`config.mk`:
```
export PLATFORM = sky130hd
export DESIGN_NAME = tdc_meas_accum
export DESIGN_NICKNAME = d
export VERILOG_FILES = /design/src/rtl/tdc_meas_accum.sv
export SDC_FILE = /design/constraint.sdc
export NUM_CORES = 1
export LEC_CHECK = 0
export CAP_MARGIN = 20
export CORE_MARGIN = 1
export CORE_UTILIZATION = 45
export CTS_BUF_LIST = sky130_fd_sc_hd__clkbuf_8 sky130_fd_sc_hd__clkbuf_16
export DETAILED_ROUTE_END_ITERATION = 6
export PLACE_DENSITY = 0.65
export RECOVER_POWER = 100
export SLEW_MARGIN = 20
export SYNTH_ARGS = -nofsm -noshare
export SYNTH_HDL_FRONTEND = slang
export SYNTH_SLANG_ARGS = --single-unit
```
`constraint.sdc`:
```
create_clock -name clk -period 2.7 [get_ports clk]
set_input_delay 0.405 -clock clk [delete_from_list [all_inputs] [get_ports clk]]
set_output_delay 0.405 -clock clk [all_outputs]
set_load 0.01 [all_outputs]
```
`src/rtl/tdc_meas_accum.sv`:
```
// Per-channel min/max/sum statistics over 2**LOG_SAMPLES TDC Hamming-weight samples,
// streamed out as 1+5*CH bytes over an 8-bit valid/ready interface.
module tdc_meas_accum #(
  parameter int N           = 64,
  parameter int CH          = 2,
  parameter int LOG_SAMPLES = 4,
  parameter int TIMEOUT     = 4096
) (
  input  logic                          clk,
  input  logic                          rst,
  input  logic                          en,
  input  logic                          start,
  input  logic [CH*($clog2(N)+1)-1:0]   hw,
  input  logic [CH-1:0]                 val,
  output logic                          busy,
  output logic                          done,
  output logic [7:0]                    out_data,
  output logic                          out_valid,
  input  logic                          out_ready
);

  localparam int HW_W   = $clog2(N) + 1;
  localparam int SUM_W  = HW_W + LOG_SAMPLES;
  localparam int CNT_W  = LOG_SAMPLES + 1;
  localparam int NSAMP  = 1 << LOG_SAMPLES;
  localparam int TO_W   = (TIMEOUT > 0) ? $clog2(TIMEOUT + 1) : 1;
  localparam int NBYTES = 1 + 5 * CH;
  localparam int IDX_W  = $clog2(NBYTES);

  typedef enum logic [1:0] {
    S_IDLE  = 2'd0,
    S_ACCUM = 2'd1,
    S_DRAIN = 2'd2
  } state_t;

  state_t state_q, state_d;

  logic [HW_W-1:0]  hw_ch   [CH];
  logic [SUM_W-1:0] sum_q   [CH];
  logic [HW_W-1:0]  min_q   [CH];
  logic [HW_W-1:0]  max_q   [CH];
  logic [CNT_W-1:0] cnt_q   [CH];
  logic [15:0]      sum_ext [CH];

  logic [TO_W-1:0]  tcnt_q;
  logic             to_flag_q;
  logic [IDX_W-1:0] idx_q;

  logic [CH-1:0]    take;
  logic [CH-1:0]    complete;
  logic [CH-1:0]    complete_nxt;
  logic [3:0]       mask;
  logic             clear;
  logic             to_hit;
  logic             fin;

  // A channel's count never exceeds NSAMP, so its top bit alone marks completion.
  always_comb begin
    mask = '0;
    for (int k = 0; k < CH; k++) begin
      hw_ch[k]        = hw[k*HW_W +: HW_W];
      sum_ext[k]      = 16'(sum_q[k]);
      complete[k]     = cnt_q[k][LOG_SAMPLES];
      take[k]         = (state_q == S_ACCUM) && val[k] && !complete[k];
      complete_nxt[k] = complete[k] || (take[k] && (cnt_q[k] == CNT_W'(NSAMP - 1)));
      mask[k]         = complete[k];
    end
  end

  // NOTE: every combinational output gets a default before the case, so no path
  // leaves a variable unassigned and no latch is inferred.
  always_comb begin
    state_d = state_q;
    clear   = 1'b0;
    to_hit  = 1'b0;
    fin     = 1'b0;
    case (state_q)
      S_IDLE: begin
        // The done cycle itself is still part of the previous measurement.
        if (en && start && !done) begin
          state_d = S_ACCUM;
          clear   = 1'b1;
        end
      end
      S_ACCUM: begin
        if (!en) begin
          state_d = S_IDLE;
        end else if (&complete_nxt) begin
          state_d = S_DRAIN;
        end else if ((TIMEOUT != 0) && (tcnt_q == TO_W'(TIMEOUT - 1))) begin
          state_d = S_DRAIN;
          to_hit  = 1'b1;
        end
      end
      S_DRAIN: begin
        if (!en) begin
          state_d = S_IDLE;
        end else if (out_ready && (idx_q == IDX_W'(NBYTES - 1))) begin
          state_d = S_IDLE;
          fin     = 1'b1;
        end
      end
      default: state_d = S_IDLE;
    endcase
  end

  // NOTE: all state is updated with non-blocking assignments so every register
  // samples the pre-edge values, independent of statement order.
  always_ff @(posedge clk) begin
    if (rst) begin
      state_q   <= S_IDLE;
      done      <= 1'b0;
      tcnt_q    <= '0;
      to_flag_q <= 1'b0;
      idx_q     <= '0;
      // NOTE: the per-channel arrays are real flops, not RAM, so they are reset
      // explicitly; an empty channel must read back min=all-ones, max=0.
      for (int k = 0; k < CH; k++) begin
        sum_q[k] <= '0;
        min_q[k] <= '1;
        max_q[k] <= '0;
        cnt_q[k] <= '0;
      end
    end else begin
      state_q <= state_d;
      done    <= fin;
      if (clear) begin
        tcnt_q    <= '0;
        to_flag_q <= 1'b0;
        idx_q     <= '0;
        for (int k = 0; k < CH; k++) begin
          sum_q[k] <= '0;
          min_q[k] <= '1;
          max_q[k] <= '0;
          cnt_q[k] <= '0;
        end
      end else if (state_q == S_ACCUM) begin
        tcnt_q <= tcnt_q + 1'b1;
        if (to_hit) to_flag_q <= 1'b1;
        for (int k = 0; k < CH; k++) begin
          if (take[k]) begin
            sum_q[k] <= sum_q[k] + SUM_W'(hw_ch[k]);
            if (hw_ch[k] < min_q[k]) min_q[k] <= hw_ch[k];
            if (hw_ch[k] > max_q[k]) max_q[k] <= hw_ch[k];
            cnt_q[k] <= cnt_q[k] + 1'b1;
          end
        end
      end
      if ((state_q == S_DRAIN) && out_ready) idx_q <= idx_q + 1'b1;
    end
  end

  assign busy      = (state_q != S_IDLE);
  assign out_valid = (state_q == S_DRAIN);

  // Registers are frozen during DRAIN, so the byte only changes when idx_q advances.
  always_comb begin
    out_data = 8'h00;
    if (state_q == S_DRAIN) begin
      if (idx_q == '0) out_data = {to_flag_q, 3'b000, mask};
      for (int k = 0; k < CH; k++) begin
        if (idx_q == IDX_W'(1 + 5*k)) out_data = 8'(min_q[k]);
        if (idx_q == IDX_W'(2 + 5*k)) out_data = 8'(max_q[k]);
        if (idx_q == IDX_W'(3 + 5*k)) out_data = 8'(sum_q[k] >> LOG_SAMPLES);
        if (idx_q == IDX_W'(4 + 5*k)) out_data = sum_ext[k][7:0];
        if (idx_q == IDX_W'(5 + 5*k)) out_data = sum_ext[k][15:8];
      end
    end
  end

endmodule

```
==> notes.md, run 1 <==
Implementation results are summarized by area below.

Status
The flow ran to the end, but the final reports show violations. The checks that failed: design-rule violations.

Finish
The number of clock buffer instances in the layout is 11. The final report lists a non-filler cell total of 783. In the final design, more cell area goes to combinational gates than to any other class. Sequential cells placed in the final layout were counted as about 80.

The register name with the most flops is sum_q. The library cells used most frequently in the layout, excluding fill and tap cells, are 60 x edfxtp_1, 56 x nor2_1, 48 x inv_1, 46 x ha_1. Measured on the final layout, the clock distribution area share stands at ~4.6%. The number of flip-flops under the largest register name is 22. The layout filler cell count is 1,065. The combinational gate area is 2947 µm².

Clock network
The CTS buffer count is 9. CTS built an H-tree with a depth of 3. Counting along the longest clock path gives a buffer depth of 2. Clock tree synthesis found a total of about 80 sinks.

The post-cts resize count is 25. Per the repair_timing log after CTS, setup buffers inserted total 0. The worst-skew pair later-pin latency is roughly 0.35 ns.

Worst setup path
The critical-path cell with the highest stage delay is dfxtp_1. The path depth of the worst reg2reg path is 5. STA lists the maximum fanout along the critical path as 10. The number of logic stages on the critical path including buffering is 10.

For the worst reg-to-reg path, the endpoint reported by OpenROAD is min_q[0][0]. The setup slack of the worst register-to-register path is between 0.3 and 0.4 ns. STA classifies the critical path endpoint as an output port.

Power and ir drop
The group with the largest share of power is sequential cells. The reported leakage power is around 2.5 nW. In this run, power in combinational logic comes to 0.421 mW.

The portion of total power attributed to the clock network is 38.7%. Net switching is between 20% and 30% of the power. The total internal power is 2.286 mW. The flow reports that combinational logic draws between 10% and 20% of the design power. The switching component of the power was reported as ~0.78 mW.

Die
The die width is approximately 110 µm. The initialized floorplan defines 39 standard-cell rows. The core region is approximately 12,000 µm². The number of well-tap cells placed is ~140.

The starting density of the core is a little under half.

STA
The share of the cycle needed by the critical path after routing is a little over nine tenths. The final-report setup violation count is 0. The slew at the pin closest to its max-slew limit is 0.7312 ns. Setup repair after global routing could not meet its margin everywhere. The number of pins exceeding their max-slew limit in the final report is 0. The tightest hold margin is ~0.48 ns. The final timing report lists a hold violation count of 0. Setup slack on the critical path of the routed design comes to between 0.03 and 0.04 ns. The final total negative setup slack is 0 ns.

Synthesis
The largest combinational cell category by area is AND-OR/OR-AND gates. Summed over all instances, the cell type with the most area after synthesis is edfxtp_1. The total of warnings raised by yosys is 0.

Counting distinct cell types in the post-synthesis netlist gives 52. The cell total in the yosys stat output is ~570. When the netlist entered floorplanning its net count stood at about 640. The area share of the largest cell type after synthesis is between 30% and 40%. The mean area per synthesized cell is ~9.4 µm².

The most frequently used flop master after synthesis is edfxtp_1. By area the synthesized netlist is led by edfxtp_1 34%, ha_1 11%, dfxtp_1 7.9%. The xor-xnor portion of the synthesized cell area is 4.256%. For this run, the register share of the synthesized area comes to about two fifths. The flop and latch count out of synthesis is ~80.

The area share of and-or/or-and cells after synthesis is between 15 and 20%.

Placement
The number of port buffers is 31. The half-perimeter wire length after placement is between 10 and 15 mm.

Route
After detailed routing, no signal wire sits above met4. After detailed routing, the number of remaining DRC violations is 4. The residual antenna-violating net count after detailed routing is 0.

The wire length per cell after detailed routing is between 15 and 20 µm.

Worst hold path
The cell depth of the worst hold path is 2.

Global route
The pin count of the biggest net entering global routing is 33.

Job
The stage logs contain a warning count of 30.
**Run 1: track usage over the die**

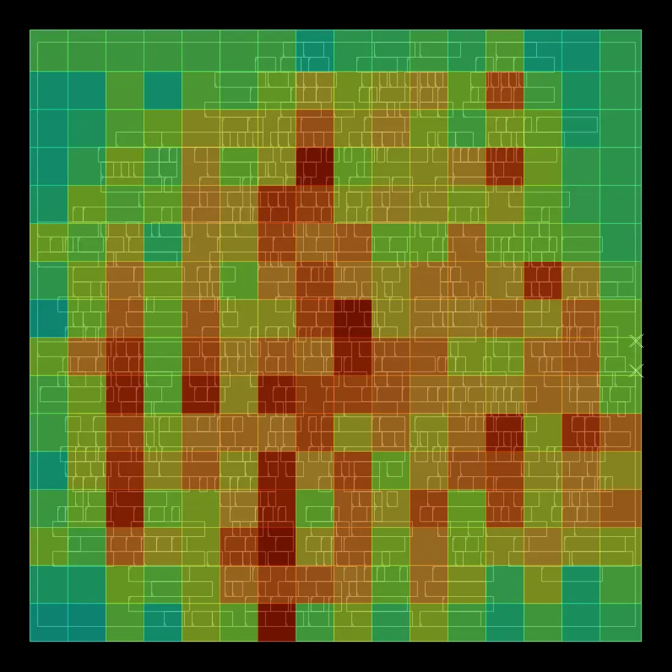
global-route met3 utilization: 3.280%
GR peak layer: met2

**Run 1: logic cells by family**

(2 px per µm)
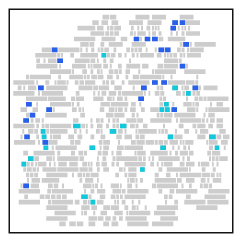
Key: xor and xnor cells = blue [cells 26]; non-inverting ao/oa cells = cyan [cells 22]
multi-input logic portion of the cell area: 45.90%
highest-count logic cell in the final layout: edfxtp_1

**Run 1: M1 wires**

(2 px per µm)
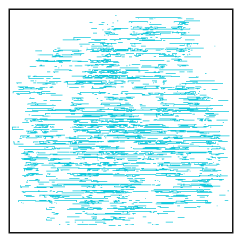
The layer holds 44% of the routed length. The wires run mostly horizontal. 673 nets have wire on it. The layer carries 6,210 µm of wire.
total length of routed wires: 14.11 mm
routed via count: 4,522
met1 GRT Util: 31.13%

**Run 1: sequential cells grouped by signal name**

(4 px per µm)
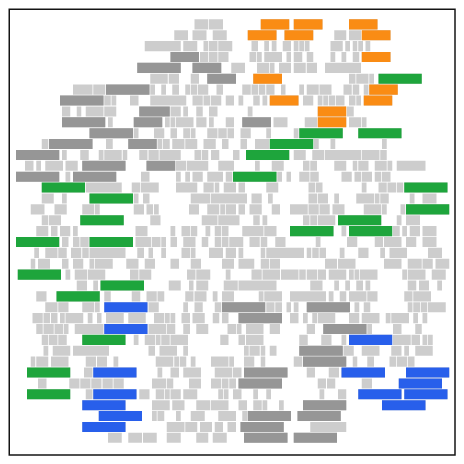
Key: `max_q` = blue [placed flops 14]; `tcnt_q` = orange [placed flops 13, where north-east]; `sum_q` = green [placed flops 22]
Another 32 sequential cells are not colored.
area used by sequential logic in the layout: 2223 µm²
flop share of the area: 34.63%
seq pwr: 1.46 mW

**Run 1: layout detail**

Region (71, 71) to (96, 96) µm. Cells in gray, sequential cells in the stronger gray; small squares are vias.
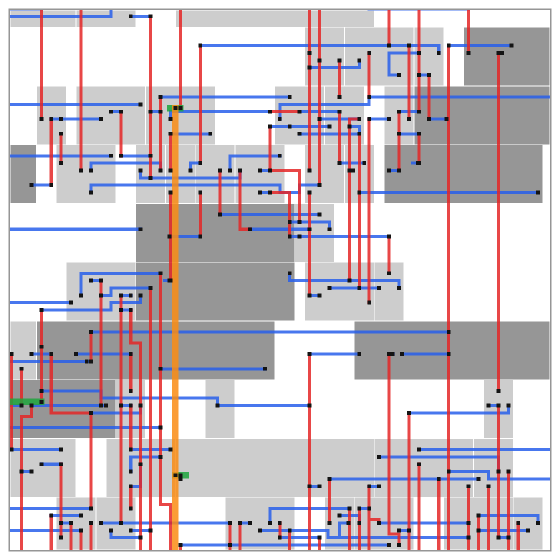

==> run 1 -> run 2 <==
CORE_MARGIN = 2   (was 1)
**Run 2: layout detail**

Region (72, 72) to (97, 97) µm. Cells in gray, sequential cells in the stronger gray; small squares are vias.
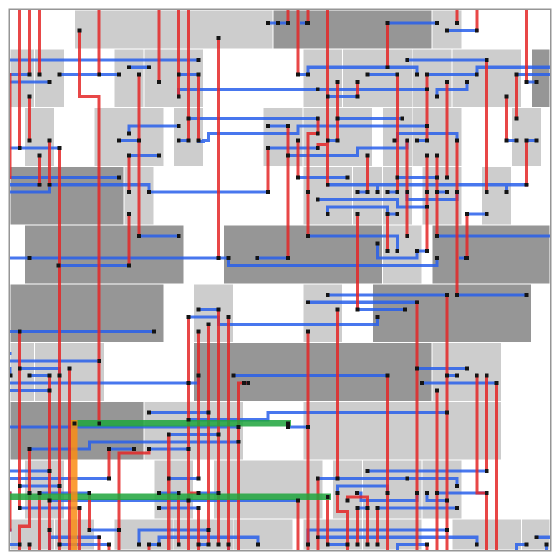
Key: metal 1 = blue; metal 3 = green; metal 2 = red; metal 4 = orange
Sequential cells in the window: 9. Most frequent: nor2_1 (10), dfxtp_1 (6). 55 logic cells have their middle in the window. Netlist names of flops here include `tcnt_q` (6), `sum_q` (3).

==> notes.md, run 2 <==
Implementation results are summarized by area below.

Status
The run finished, with violations left. The checks that failed: design-rule violations.

Synthesis
Per the synthesis report, the AND-OR/OR-AND share of the synthesized area is ~19%. Dividing the synthesized area by the synthesized cell count gives roughly 9.4 µm². For reference, the top cells by area after synthesis are edfxtp_1 34%, ha_1 11%, dfxtp_1 7.9%. The count of distinct cell types in the synthesized netlist is 52. Yosys printed 0 warnings. In the Yosys report the total cell count is roughly 570. The flop and latch count out of synthesis is 81. The post-synthesis net count is 642.

Clock network
The clock reaches the later pin of the worst-skew pair after between 0.3 and 0.4 ns. The CTS buffer count is 9. The number of gates resized after CTS was 24.

Power and ir drop
Of the total power, the share spent switching nets is between 20% and 30%. The group with the largest share of power is sequential cells. The portion of total power attributed to the clock network is approximately 40%. The sequential power reported by the tool is 1.46 mW. The internal power of the cells totals ~2.3 mW.

Worst setup path
The worst register-to-register path ends at sum_q[0][4]. STA classifies the critical path endpoint as an output port. The maximum fanout along the worst path is 14.

Route
The residual antenna-violating net count after detailed routing is 0. The wire length per cell after detailed routing is 18.33 µm. After detailed routing, the number of remaining DRC violations is 1. The highest routing layer actually used is met5.

Global route
The met3 track demand over resource is between 5 and 6%. The pin count of the biggest net entering global routing is 33.

Die
Before placement the cells fill 46.46% of the core.

Finish
The filler cells instantiated in the layout total around 1,000. For this run, the number of standard cells in the final layout without fillers is roughly 790. The fraction of standard cell area that is sequential is between 30% and 40%.

The register with the most flip-flops in the layout has 22 of them. The largest contributor to cell area by class is combinational gates. The combined flip-flop and latch cell area is ~2200 µm². The layout has 11 clock buffers.

STA
The final hold violation count recorded for this run is 0. Adding up every negative setup slack in the final design gives 0 ns.
Power and IR drop assume default switching activity.
